cell_density.png
Drawn at 4 px/um. The die is cut into 9 by 9 equal tiles; black is low, pale yellow is high, 0 to 100% covered.
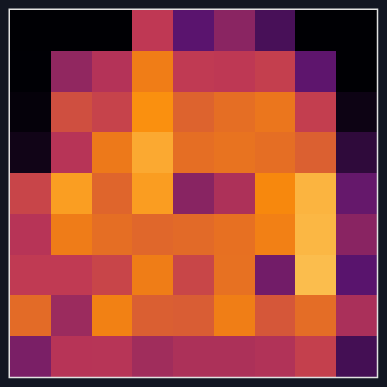
power_grid.png
Drawn at 4 px/um. Pins as bars on the die edge.
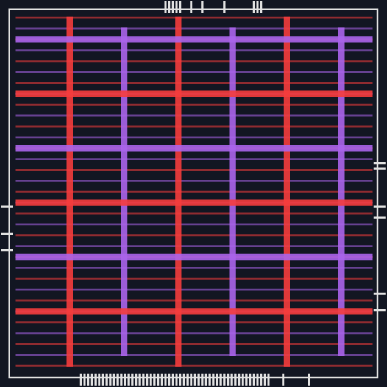
flops_by_reg.png
Drawn at 4 px/um. Other sequential cells in the stronger grey, the rest of the logic in the fainter grey.
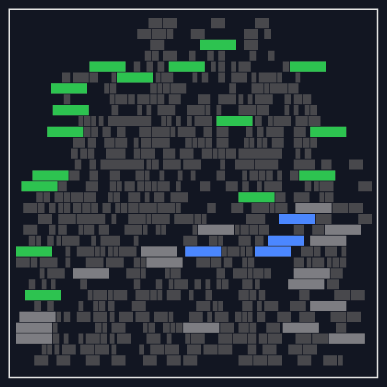
clocks.png
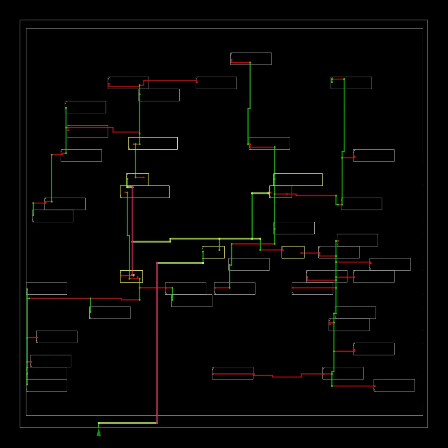
## src/rtl/cpu_controller_if.sv

```systemverilog
`default_nettype none
// ============================================================================
// Module   : cpu_controller_if
// Brief    : Instruction-memory, data-memory and datapath control bundle
//            between the CPU controller (master) and its environment (slave).
// Revision : 1.0
// ============================================================================
interface cpu_controller_if #(
    parameter int PC_W = 16,
    parameter int D_AW = 8
);
    logic [PC_W-1:0] I_addr;
    logic            I_rd;
    logic [15:0]     I_data;
    logic [D_AW-1:0] D_addr;
    logic            D_rd;
    logic            D_wr;
    logic [7:0]      RF_W_data;
    logic            RF_s1;
    logic            RF_s0;
    logic [3:0]      RF_W_addr;
    logic            RF_W_wr;
    logic [3:0]      RF_Rp_addr;
    logic            RF_Rp_rd;
    logic [3:0]      RF_Rq_addr;
    logic            RF_Rq_rd;
    logic            alu_s1;
    logic            alu_s0;
    logic            RF_Rp_zero;
    logic            halted;

    modport master (
        output I_addr, I_rd, D_addr, D_rd, D_wr, RF_W_data, RF_s1, RF_s0,
               RF_W_addr, RF_W_wr, RF_Rp_addr, RF_Rp_rd, RF_Rq_addr, RF_Rq_rd,
               alu_s1, alu_s0, halted,
        input  I_data, RF_Rp_zero
    );

    modport slave (
        input  I_addr, I_rd, D_addr, D_rd, D_wr, RF_W_data, RF_s1, RF_s0,
               RF_W_addr, RF_W_wr, RF_Rp_addr, RF_Rp_rd, RF_Rq_addr, RF_Rq_rd,
               alu_s1, alu_s0, halted,
        output I_data, RF_Rp_zero
    );
endinterface
`default_nettype wire

```

## src/rtl/cpu_controller.sv

```systemverilog
`default_nettype none
// ============================================================================
// Module   : cpu_controller
// Brief    : Multi-cycle Moore control unit for the 16-bit simple CPU; holds
//            PC/IR and drives all datapath and memory control signals.
// Revision : 1.0
// ============================================================================
module cpu_controller #(
    parameter int PC_W = 16,
    parameter int D_AW = 8
) (
    input  wire logic          clk,
    input  wire logic          rst,
    cpu_controller_if.master   io_bus
);
    localparam logic [3:0] c_S_INIT     = 4'd0;
    localparam logic [3:0] c_S_FETCH    = 4'd1;
    localparam logic [3:0] c_S_DECODE   = 4'd2;
    localparam logic [3:0] c_S_LOAD     = 4'd3;
    localparam logic [3:0] c_S_STORE    = 4'd4;
    localparam logic [3:0] c_S_ADD      = 4'd5;
    localparam logic [3:0] c_S_SUB      = 4'd6;
    localparam logic [3:0] c_S_MOVI     = 4'd7;
    localparam logic [3:0] c_S_JMPZ     = 4'd8;
    localparam logic [3:0] c_S_JMPZ_JMP = 4'd9;
    localparam logic [3:0] c_S_HALT     = 4'd10;

    localparam logic [PC_W-1:0] c_PC_ONE = {{(PC_W-1){1'b0}}, 1'b1};

    logic [3:0]      r_state;
    logic [3:0]      w_next;
    logic [PC_W-1:0] r_pc;
    logic [15:0]     r_ir;

    logic [3:0]      w_op;
    logic [3:0]      w_ra;
    logic [3:0]      w_rb;
    logic [3:0]      w_rc;
    logic [7:0]      w_imm;
    logic [PC_W-1:0] w_off_sext;

    assign w_op       = r_ir[15:12];
    assign w_ra       = r_ir[11:8];
    assign w_rb       = r_ir[7:4];
    assign w_rc       = r_ir[3:0];
    assign w_imm      = r_ir[7:0];
    assign w_off_sext = {{(PC_W-8){w_imm[7]}}, w_imm};

    always_ff @(posedge clk or posedge rst) begin
        if (rst) r_state <= c_S_INIT;
        else     r_state <= w_next;
    end

    // PC already points past the JMPZ when the jump executes, hence the -1.
    always_ff @(posedge clk or posedge rst) begin
        if (rst) begin
            r_pc <= '0;
            r_ir <= '0;
        end else if (r_state == c_S_FETCH) begin
            r_ir <= io_bus.I_data;
            r_pc <= r_pc + c_PC_ONE;
        end else if (r_state == c_S_JMPZ_JMP) begin
            r_pc <= r_pc + w_off_sext - c_PC_ONE;
        end
    end

    always_comb begin
        w_next = r_state;
        case (r_state)
            c_S_INIT:   w_next = c_S_FETCH;
            c_S_FETCH:  w_next = c_S_DECODE;
            c_S_DECODE: begin
                case (w_op)
                    4'h0:    w_next = c_S_LOAD;
                    4'h1:    w_next = c_S_STORE;
                    4'h2:    w_next = c_S_ADD;
                    4'h3:    w_next = c_S_MOVI;
                    4'h4:    w_next = c_S_SUB;
                    4'h5:    w_next = c_S_JMPZ;
                    4'hF:    w_next = c_S_HALT;
                    default: w_next = c_S_FETCH;
                endcase
            end
            c_S_JMPZ:   w_next = io_bus.RF_Rp_zero ? c_S_JMPZ_JMP : c_S_FETCH;
            c_S_HALT:   w_next = c_S_HALT;
            default:    w_next = c_S_FETCH;
        endcase
    end

    always_comb begin
        io_bus.I_addr     = '0;
        io_bus.I_rd       = 1'b0;
        io_bus.D_addr     = '0;
        io_bus.D_rd       = 1'b0;
        io_bus.D_wr       = 1'b0;
        io_bus.RF_W_data  = '0;
        io_bus.RF_s1      = 1'b0;
        io_bus.RF_s0      = 1'b0;
        io_bus.RF_W_addr  = '0;
        io_bus.RF_W_wr    = 1'b0;
        io_bus.RF_Rp_addr = '0;
        io_bus.RF_Rp_rd   = 1'b0;
        io_bus.RF_Rq_addr = '0;
        io_bus.RF_Rq_rd   = 1'b0;
        io_bus.alu_s1     = 1'b0;
        io_bus.alu_s0     = 1'b0;
        io_bus.halted     = 1'b0;
        case (r_state)
            c_S_FETCH: begin
                io_bus.I_addr = r_pc;
                io_bus.I_rd   = 1'b1;
            end
            c_S_LOAD: begin
                io_bus.D_addr    = w_imm[D_AW-1:0];
                io_bus.D_rd      = 1'b1;
                io_bus.RF_s0     = 1'b1;
                io_bus.RF_W_addr = w_ra;
                io_bus.RF_W_wr   = 1'b1;
            end
            c_S_STORE: begin
                io_bus.D_addr     = w_imm[D_AW-1:0];
                io_bus.D_wr       = 1'b1;
                io_bus.RF_Rp_addr = w_ra;
                io_bus.RF_Rp_rd   = 1'b1;
            end
            c_S_ADD, c_S_SUB: begin
                io_bus.RF_Rp_addr = w_rb;
                io_bus.RF_Rp_rd   = 1'b1;
                io_bus.RF_Rq_addr = w_rc;
                io_bus.RF_Rq_rd   = 1'b1;
                io_bus.alu_s1     = (r_state == c_S_SUB);
                io_bus.alu_s0     = (r_state == c_S_ADD);
                io_bus.RF_W_addr  = w_ra;
                io_bus.RF_W_wr    = 1'b1;
            end
            c_S_MOVI: begin
                io_bus.RF_s1     = 1'b1;
                io_bus.RF_W_data = w_imm;
                io_bus.RF_W_addr = w_ra;
                io_bus.RF_W_wr   = 1'b1;
            end
            c_S_JMPZ: begin
                io_bus.RF_Rp_addr = w_ra;
                io_bus.RF_Rp_rd   = 1'b1;
            end
            c_S_HALT: io_bus.halted = 1'b1;
            default: ;
        endcase
    end
endmodule
`default_nettype wire

```

## src/flat_wrapper.sv

```systemverilog
// flat-port wrapper written by rule: the top's interface ports become plain ports
module cpu_controller_flat 
#(
    parameter int PC_W = 16,
    parameter int D_AW = 8
)
  (clk, rst, io_bus_I_addr, io_bus_I_rd, io_bus_D_addr, io_bus_D_rd, io_bus_D_wr, io_bus_RF_W_data, io_bus_RF_s1, io_bus_RF_s0, io_bus_RF_W_addr, io_bus_RF_W_wr, io_bus_RF_Rp_addr, io_bus_RF_Rp_rd, io_bus_RF_Rq_addr, io_bus_RF_Rq_rd, io_bus_alu_s1, io_bus_alu_s0, io_bus_halted, io_bus_I_data, io_bus_RF_Rp_zero);
  cpu_controller_if #(.PC_W(PC_W), .D_AW(D_AW)) io_bus_i ();
  input  wire logic clk;
  input  wire logic rst;
  output wire logic [$bits(io_bus_i.I_addr)-1:0] io_bus_I_addr;
  output wire logic [$bits(io_bus_i.I_rd)-1:0] io_bus_I_rd;
  output wire logic [$bits(io_bus_i.D_addr)-1:0] io_bus_D_addr;
  output wire logic [$bits(io_bus_i.D_rd)-1:0] io_bus_D_rd;
  output wire logic [$bits(io_bus_i.D_wr)-1:0] io_bus_D_wr;
  output wire logic [$bits(io_bus_i.RF_W_data)-1:0] io_bus_RF_W_data;
  output wire logic [$bits(io_bus_i.RF_s1)-1:0] io_bus_RF_s1;
  output wire logic [$bits(io_bus_i.RF_s0)-1:0] io_bus_RF_s0;
  output wire logic [$bits(io_bus_i.RF_W_addr)-1:0] io_bus_RF_W_addr;
  output wire logic [$bits(io_bus_i.RF_W_wr)-1:0] io_bus_RF_W_wr;
  output wire logic [$bits(io_bus_i.RF_Rp_addr)-1:0] io_bus_RF_Rp_addr;
  output wire logic [$bits(io_bus_i.RF_Rp_rd)-1:0] io_bus_RF_Rp_rd;
  output wire logic [$bits(io_bus_i.RF_Rq_addr)-1:0] io_bus_RF_Rq_addr;
  output wire logic [$bits(io_bus_i.RF_Rq_rd)-1:0] io_bus_RF_Rq_rd;
  output wire logic [$bits(io_bus_i.alu_s1)-1:0] io_bus_alu_s1;
  output wire logic [$bits(io_bus_i.alu_s0)-1:0] io_bus_alu_s0;
  output wire logic [$bits(io_bus_i.halted)-1:0] io_bus_halted;
  input wire logic [$bits(io_bus_i.I_data)-1:0] io_bus_I_data;
  input wire logic [$bits(io_bus_i.RF_Rp_zero)-1:0] io_bus_RF_Rp_zero;
  assign io_bus_I_addr = io_bus_i.I_addr;
  assign io_bus_I_rd = io_bus_i.I_rd;
  assign io_bus_D_addr = io_bus_i.D_addr;
  assign io_bus_D_rd = io_bus_i.D_rd;
  assign io_bus_D_wr = io_bus_i.D_wr;
  assign io_bus_RF_W_data = io_bus_i.RF_W_data;
  assign io_bus_RF_s1 = io_bus_i.RF_s1;
  assign io_bus_RF_s0 = io_bus_i.RF_s0;
  assign io_bus_RF_W_addr = io_bus_i.RF_W_addr;
  assign io_bus_RF_W_wr = io_bus_i.RF_W_wr;
  assign io_bus_RF_Rp_addr = io_bus_i.RF_Rp_addr;
  assign io_bus_RF_Rp_rd = io_bus_i.RF_Rp_rd;
  assign io_bus_RF_Rq_addr = io_bus_i.RF_Rq_addr;
  assign io_bus_RF_Rq_rd = io_bus_i.RF_Rq_rd;
  assign io_bus_alu_s1 = io_bus_i.alu_s1;
  assign io_bus_alu_s0 = io_bus_i.alu_s0;
  assign io_bus_halted = io_bus_i.halted;
  assign io_bus_i.I_data = io_bus_I_data;
  assign io_bus_i.RF_Rp_zero = io_bus_RF_Rp_zero;
  cpu_controller #(.PC_W(PC_W), .D_AW(D_AW)) u_core (.clk(clk), .rst(rst), .io_bus(io_bus_i));
endmodule
```

## config.mk

```make
export PLATFORM = sky130hd
export DESIGN_NAME = cpu_controller_flat
export DESIGN_NICKNAME = d
export VERILOG_FILES = /design/src/rtl/cpu_controller_if.sv /design/src/rtl/cpu_controller.sv /design/src/flat_wrapper.sv
export SDC_FILE = /design/constraint.sdc
export NUM_CORES = 1
export LEC_CHECK = 0
export ABC_AREA = 0
export CORE_UTILIZATION = 40
export CTS_CLUSTER_SIZE = 25
export DETAILED_ROUTE_END_ITERATION = 10
export PLACE_DENSITY = 0.66
export SLEW_MARGIN = 20
export SYNTH_ARGS = -nofsm -noshare
export SYNTH_HDL_FRONTEND = slang
export SYNTH_SLANG_ARGS = --single-unit
```

## constraint.sdc

```tcl
create_clock -name clk -period 3.22 [get_ports clk]
set_input_delay 0.483 -clock clk [delete_from_list [all_inputs] [get_ports clk]]
set_output_delay 0.483 -clock clk [all_outputs]
set_load 0.005 [all_outputs]
```

==> run_results.csv <==
group,metric,value,unit
sta,fin_tns_setup,0,ns
setup_path,path_class,"flop to primary output",
route,wl_per_cell,15.32,um
grt,grt_antenna_before_repair,0,
route,drt_iter0_drc,89,
finish,nets,532,
grt,grtUsageTotal,22.39,%
power,pwr-share-seq,16.7,%
job,warnings,26,
route,first_pass_iters,6,
finish,lay_top_count,"clkdlybuf4s50_1",
synth,edf_count,0,
power,switching_share,48.46,%
route,drc,0,
place,place.gp.congestion,0.8738,
synth,adder_share,12.29,%
power,power.leakage,1.787,nW
synth,syn_inst,418,
route,dr_wl_met3,190,um
finish,area_growth,30.34,%
route,via_count,3196,
clock_network,htree_levels,2,
synth,ys_sh_simple,22.52,%
synth,flop_cell,"dfrtp_1",
synth,synthDominantCellAreaShare,28.00,%
sta,fmax,0.3314,GHz
route,routed.top_layer,"met4",
grt,grt_pass1_wl,15140,um
synth,netlist_area,0.003217,sq mm
finish,layout-drive-gt1-share,6.004,%
outcome,outcome,"finished, final reports clean",
route,wl,8965,um
synth,synth_flops,36,
min_path,min_path_type,"flop to flop",
synth,syn-num-nets,468,
route,wl_met2,4414,um
power,p_clk_share,10.8,%
synth,yosys_warnings,0,
sta,rsz0062_at_grt,"false",
sta,hold_viol,0,
finish,n_antenna_cell,0,
route,via_per_inst,5.463,
power,p_int,2.730,mW
route,wl_met1,4157,um
synth,ys_sh_xor,3.812,%
job,max-cap-violations,0,
grt,grt_max_degree,39,
sta,finalCriticalPeriod,3.017,ns
finish,mostFrequentLayoutCells,"clkdlybuf4s50_1 (73), inv_1 (55), nor2_1 (39), dfrtp_1 (36), nor3_1 (32)",
clock_network,cts_root_buf,"clkbuf_8",
sta,setup_viol,0,
finish,combGateArea,0.002008,sq mm
synth,largest_area_cell,"dfrtp_1",
place,io_buffers,73,
power,comb_power_share,72.6,%
sta,slew_violations,0,
setup_path,cp.required,2.74,ns
sta,relSlewSlack,50.70,%
synth,yosys.stat.seqShare,28.00,%
sta,finalClockPeriodUsage,93.70,%
floorplan,fp-row-count,32,
clock_network,cts_tree,"yes",
synth,synth.area.top_cells,"dfrtp_1 (28%), ha_1 (12%), inv_1 (6.4%)",
finish,fillers,771,
synth,ys_area,0.003217,sq mm
setup_path,end_kind,"primary output",
sta,hold_slack,0.5663,ns
setup_path,startpoint_type,"flop",
power,p_per_area,1264,mW/mm^2
clock_network,clock_latency,0.30,ns
About cell_density.png:
9.9% of the tiles are nearly empty. The mean over all tiles is 48%. 8.6% of the tiles are over 75% full.
Pre-Place Util: 41.41%
final core utilization: 53.98%
CORE AREA: 0.007767 sq mm

About power_grid.png:
Key: VSS = red; VDD = purple
6 straps on met4. 6 straps on met5. The core has 32 rows.
Die W: 91.68 um
Die H: 91.68 um
VDD IR max: 532.7 uV

About flops_by_reg.png:
Key: u_core.r_pc = green [placed flops 16]; u_core.r_state = blue [placed flops 4]
sequential power: 0.882 mW
register area: 900.9 sq um

About clocks.png:
Worst Clk Skew: 0.01178 ns
Clock Sinks: 36
TritonCTS buffer count: 5
clkbuf count: 5
flop count: 36

worst max-delay path, stage by stage (launching register included):
cell and delay, ns:
dfrtp_1 0.49, nand2b_2 0.27, or2_2 0.47, nor2_4 0.30, and2_1 0.20, clkdlybuf4s50_1 0.50
registers in the layout, indices dropped and copies added (netlist names):
register        cells
u_core.r_state      4
u_core.r_ir        16
u_core.r_pc        16
power groups by stage:
stage	combinational (mW)	clock (mW)	sequential, mW
after floorplan	2.84	0	0.777
after detailed placement	3.77	0	0.889
after CTS	3.83	0.581	0.878
after global placement	3.72	0	0.874
final	3.84	0.571	0.882
after global routing	4.33	0.595	0.917
repair_timing:
item                                   in CTS  in global routing
setup buffers                               0                  0
endpoints found under the hold margin       0                  0
setup endpoints to repair                   0                  1
hold buffers                                0                  0
gates resized                               0                  1
through the flow:
| step | total power [mW] | area, sq um | setup WS (ns) | std cells |
|---|---|---|---|---|
| floorplan | 3.617 | 3217 | 0.7223 | 418 |
| global placement | 4.593 | 4034 | 0.4875 | 577 |
| detailed placement | 4.661 | 4034 | 0.4232 | 577 |
| CTS | 5.285 | 4193 | 0.09412 | 585 |
| global route | 5.844 | 4193 | 0.07703 | 585 |
| finish | 5.298 | 4193 | 0.2027 | 585 |
routing by layer:
| layer | track usage, % | vias to the layer above |
|---|---|---|
| met5 | 0 | - |
| met4 | 8.466 | 0 |
| met3 | 2.488 | 15 |
| met2 | 38.22 | 57 |
| met1 | 29.01 | 1541 |
| li1 | - | 1583 |
layout make-up:
type,instances,area share (%)
Timing Repair Buffer,81,18.86
Clock inverter,3,2.149
Multi-Input combinational cell,303,47.90
Inverter,55,4.924
Tap cell,102,3.044
Sequential cell,36,21.49
Clock buffer,5,1.641
cell usage after synthesis, types with 7 or more instances:
master / n
inv_1: 55
nor2_1: 39
dfrtp_1: 36
nor3_1: 32
nand2_1: 31
ha_1: 30
a21oi_1: 25
o21ai_1: 19
clkbuf_1: 15
o21ai_0: 13
xnor2_1: 12
mux2_1: 9
nand3_1: 9
and2_1: 7
nand2b_1: 7
final timing paths:
| kind | cells after the start | to | startpoint | slack [ns] |
|---|---|---|---|---|
| worst max-delay path | 5 | io_bus_I_addr[15] | u_core.r_state[1]$_DFF_PP0_ | 0.20 |
| min in group asynchronous | 3 | u_core.r_ir[6]$_DFFE_PP0P_ | rst | 0.60 |
| worst max register to register | 10 | u_core.r_pc[14]$_DFFE_PP0P_ | u_core.r_ir[7]$_DFFE_PP0P_ | 0.36 |
| max in group asynchronous | 3 | u_core.r_pc[9]$_DFFE_PP0P_ | rst | 2.26 |
| worst min-delay path | 2 | u_core.r_pc[1]$_DFFE_PP0P_ | u_core.r_pc[1]$_DFFE_PP0P_ | 0.57 |
| worst min register to register | 2 | u_core.r_pc[1]$_DFFE_PP0P_ | u_core.r_pc[1]$_DFFE_PP0P_ | 0.57 |
cells by family (layout without fill, tap and decap cells):
family	after synthesis	count (layout)
simple gates	147	147
flops	36	36
buf+inv	79	144
xor+xnor	14	14
compound gates	101	101
fa+ha+maj	31	31
mux	10	10
No activity file was given, so power comes from the tool's default toggle rates.
